`src/rtl/umul_pkg.sv`:
```
// Shared constants and state encoding for the shift-add multiply-accumulate unit.
package umul_pkg;

  // Default operand width.
  localparam int WIDTH_DEF = 32;
  // Number of shift-add iterations per operation (one per multiplier bit).
  localparam int ITERS     = 32;
  // Iteration counter width; wide enough to hold ITERS itself.
  localparam int CNT_W     = 6;

  typedef enum logic [1:0] {
    IDLE = 2'd0,
    RUN  = 2'd1,
    DONE = 2'd2
  } state_e;

endpackage

```
`src/rtl/umul_addstep.sv`:
```
// One shift-add step: {carry, sum} = H + (sel ? A : 0), purely combinational.
module umul_addstep
  import umul_pkg::*;
#(
  parameter int WIDTH = WIDTH_DEF
) (
  input  logic [WIDTH-1:0] h_i,
  input  logic [WIDTH-1:0] a_i,
  input  logic             sel_i,
  output logic [WIDTH:0]   sum_o
);

  logic [WIDTH-1:0] addend;

  // Gate the multiplicand by the current multiplier bit, then add with carry-out.
  always_comb begin
    addend = sel_i ? a_i : '0;
    sum_o  = {1'b0, h_i} + {1'b0, addend};
  end

endmodule

```
`src/rtl/umul_acc_seq.sv`:
```
// Sequential unsigned multiply-accumulate: Result = Multiplicand*Multiplier + Addend.
// Radix-2 shift-add over a {H, L} product register; fixed ITERS-cycle latency.
// H starts as the addend, so the accumulate costs nothing extra: the final
// value is at most 2^64-2^32 and never overflows the product register.
module umul_acc_seq
  import umul_pkg::*;
#(
  parameter int WIDTH = WIDTH_DEF
) (
  input  logic               clk,
  input  logic               reset,
  input  logic               start,
  input  logic [WIDTH-1:0]   Multiplicand,
  input  logic [WIDTH-1:0]   Multiplier,
  input  logic [WIDTH-1:0]   Addend,
  output logic [2*WIDTH-1:0] Result,
  output logic               busy,
  output logic               done
);

  state_e             state_q;
  logic [CNT_W-1:0]   cnt_q, cnt_d;
  logic [WIDTH-1:0]   a_q;
  logic [2*WIDTH-1:0] p_q, p_d;
  logic               busy_q, done_q;
  logic [WIDTH:0]     sum;

  // Low half of P holds the not-yet-consumed multiplier bits; bit 0 selects the add.
  umul_addstep #(.WIDTH(WIDTH)) u_addstep (
    .h_i   (p_q[2*WIDTH-1:WIDTH]),
    .a_i   (a_q),
    .sel_i (p_q[0]),
    .sum_o (sum)
  );

  // Next-state of the datapath for one RUN iteration: sum into H, shift right by one.
  always_comb begin
    p_d   = {sum, p_q[WIDTH-1:1]};
    cnt_d = cnt_q + CNT_W'(1);
  end

  // FSM with registered busy/done; P only moves on accept and in RUN.
  always_ff @(posedge clk or posedge reset) begin
    if (reset) begin
      state_q <= IDLE;
      cnt_q   <= '0;
      a_q     <= '0;
      p_q     <= '0;
      busy_q  <= 1'b0;
      done_q  <= 1'b0;
    end else begin
      case (state_q)
        IDLE: begin
          done_q <= 1'b0;
          if (start) begin
            a_q     <= Multiplicand;
            p_q     <= {Addend, Multiplier};
            cnt_q   <= '0;
            busy_q  <= 1'b1;
            state_q <= RUN;
          end
        end
        RUN: begin
          p_q   <= p_d;
          cnt_q <= cnt_d;
          // No early exit: zero operands still take the full ITERS cycles.
          if (cnt_q == CNT_W'(ITERS - 1)) begin
            busy_q  <= 1'b0;
            done_q  <= 1'b1;
            state_q <= DONE;
          end
        end
        DONE: begin
          done_q  <= 1'b0;
          state_q <= IDLE;
        end
        default: begin
          busy_q  <= 1'b0;
          done_q  <= 1'b0;
          state_q <= IDLE;
        end
      endcase
    end
  end

  assign Result = p_q;
  assign busy   = busy_q;
  assign done   = done_q;

endmodule

```
`config.mk`:
```
export PLATFORM = sky130hd
export DESIGN_NAME = umul_acc_seq
export DESIGN_NICKNAME = d
export VERILOG_FILES = /design/src/rtl/umul_pkg.sv /design/src/rtl/umul_addstep.sv /design/src/rtl/umul_acc_seq.sv
export SDC_FILE = /design/constraint.sdc
export NUM_CORES = 1
export LEC_CHECK = 0
export ABC_AREA = 1
export CORE_MARGIN = 1.5
export CORE_UTILIZATION = 48
export CTS_BUF_LIST = sky130_fd_sc_hd__clkbuf_2 sky130_fd_sc_hd__clkbuf_4 sky130_fd_sc_hd__clkbuf_8
export CTS_CLUSTER_SIZE = 10
export DETAILED_ROUTE_END_ITERATION = 8
export PLACE_DENSITY = 0.77
export SETUP_SLACK_MARGIN = 0.05
export SLEW_MARGIN = 20
export SYNTH_ARGS = -nofsm -noshare
export SYNTH_HDL_FRONTEND = slang
export SYNTH_HIERARCHICAL = 1
export SYNTH_SLANG_ARGS = --single-unit
```
`constraint.sdc`:
```
create_clock -name clk -period 8.6 [get_ports clk]
set_clock_uncertainty 0.05 [all_clocks]
set_input_delay 1.72 -clock clk [delete_from_list [all_inputs] [get_ports clk]]
set_output_delay 1.72 -clock clk [all_outputs]
set_load 0.02 [all_outputs]
```
Fig. 1: track usage over the die
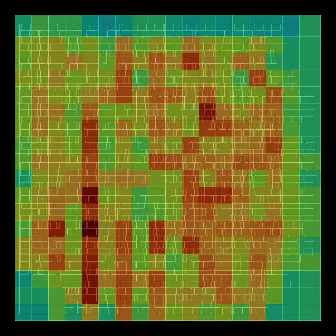
GR Util met2: 43.0%
Total GRT Usage: 25.9%
Final Util: 62.4%

Fig. 2: sequential cells coloured by netlist name
Scale bar: 50 um.
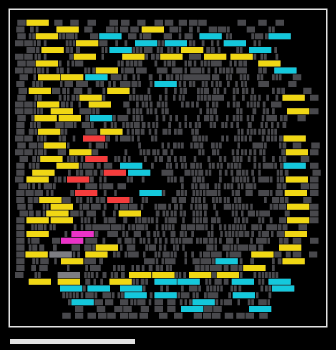
cyan -> `a_q`  # flops 32
red -> `cnt_q`  # flops 6, where middle left
yellow -> `Result`  # flops 64, where widely spread
magenta -> `state_q`  # flops 2
not coloured = 2
seq pwr: 0.000899 W
sequential share of cell area: 29.0%
storage element area: 2650 sq um

==> impl_metrics.toml <==
# yosys + openroad results
[global_route]
use_met3_pct = 5.18
grt_most_used_layer = "met2"
grt_overflow = 0
antenna_found_initial = 0
grt_pass1_vias = 6820

[setup_path]
critPathSlowestCell = "nand2_4"
cp.buffers_inverters = 2
worstPathCellList = "clkdlybuf4s50_1 -> nand2_4 -> nand2_4 -> inv_1 -> nand2_1 -> o21ai_0"
reg2reg_slack_ps = 5830
criticalPathCategory = "input pin to register"
path_depth = 6
cpMostUsedCell = "nand2_4"
crit_family = "buffers and inverters"
worstSetupEndpointType = "register"
crit_start = "start"
rr_startpoint = "Result[0]"
rr_endpoint = "Result[59]"
rr_worst_depth = 16
cp.required_ps = 8810

[floorplanning]
die-height_um = 126
die_x_um = 126
tap_cells = 184
rows = 44
ios = 165

[timing]
fin_crit_sh_pct = 42.5
worst_pin_slew_ps = 1020
slew_violations = 0
timing.fmax_ghz = 0.273
setup_viol = 0
slew_headroom_pct = 31.7
finalCriticalPeriod_ps = 3660
finalHoldViolCount = 0

[yosys]
syn_inst = 1093
yosys_warnings = 6
ys_top_logic_family = "simple AND/OR/NAND/NOR gates"
aoi_share_pct = 8.41
yosysMostFrequentCell = "nand2_1"
synth_area_sq_um = 7280
synth_cell_types = 33
mux_share_pct = 0
top_cells_by_area = "dfrtp_1, nand2_1, inv_1"
adder_share_pct = 5.95
fp_nets = 1226
synth-main-ff-cell = "dfrtp_1"

[finish]
num-nets-final = 1370
drive_above_1_share_pct = 5.88
num-fill-cells = 1370
lay_top_cells = "nand2_1, clkdlybuf4s50_1, inv_1"
area_delta_synth_final_pct = 25.7
logic_area_sq_um = 3790
logic_gate_count = 796
buffer_area_share_pct = 18.2
nonClockBufferCount = 167
layout.cells.non_filler = 1426
inverters_excl_clock = 157
clk_share_pct = 2.29
nFlopsAndLatches = 106

[placement]
placedInstanceArea_sq_um = 8930
io_buffers = 164
routabilityCongestion = 0.924
dp.cells = 1410
hpwl_um = 14500

[power]
p_sw_share_pct = 46.8
p_switching_w = 0.00142
comb_power_w = 0.00180
seq_power_share_pct = 29.6
p_comb_share_pct = 59.3

[clocking]
post_cts_buffers = 0
clkLatencyLatePin_ps = 400
cts_tree = "yes"
cts_max_level = 3
numCtsBuffers = 9
root_buffer = "clkbuf_8"
cts_max_path_buffers = 2

[routing]
wl_um = 19900
highest_layer = "met4"
drtPass1Iterations = 9
routedWlPerCell_um = 14.0
viasPerCell = 4.99

[run_status]
outcome = "completed"

[hold_path]
min_path_type = "register to register"
No activity file was given, so power comes from the tool's default toggle rates.
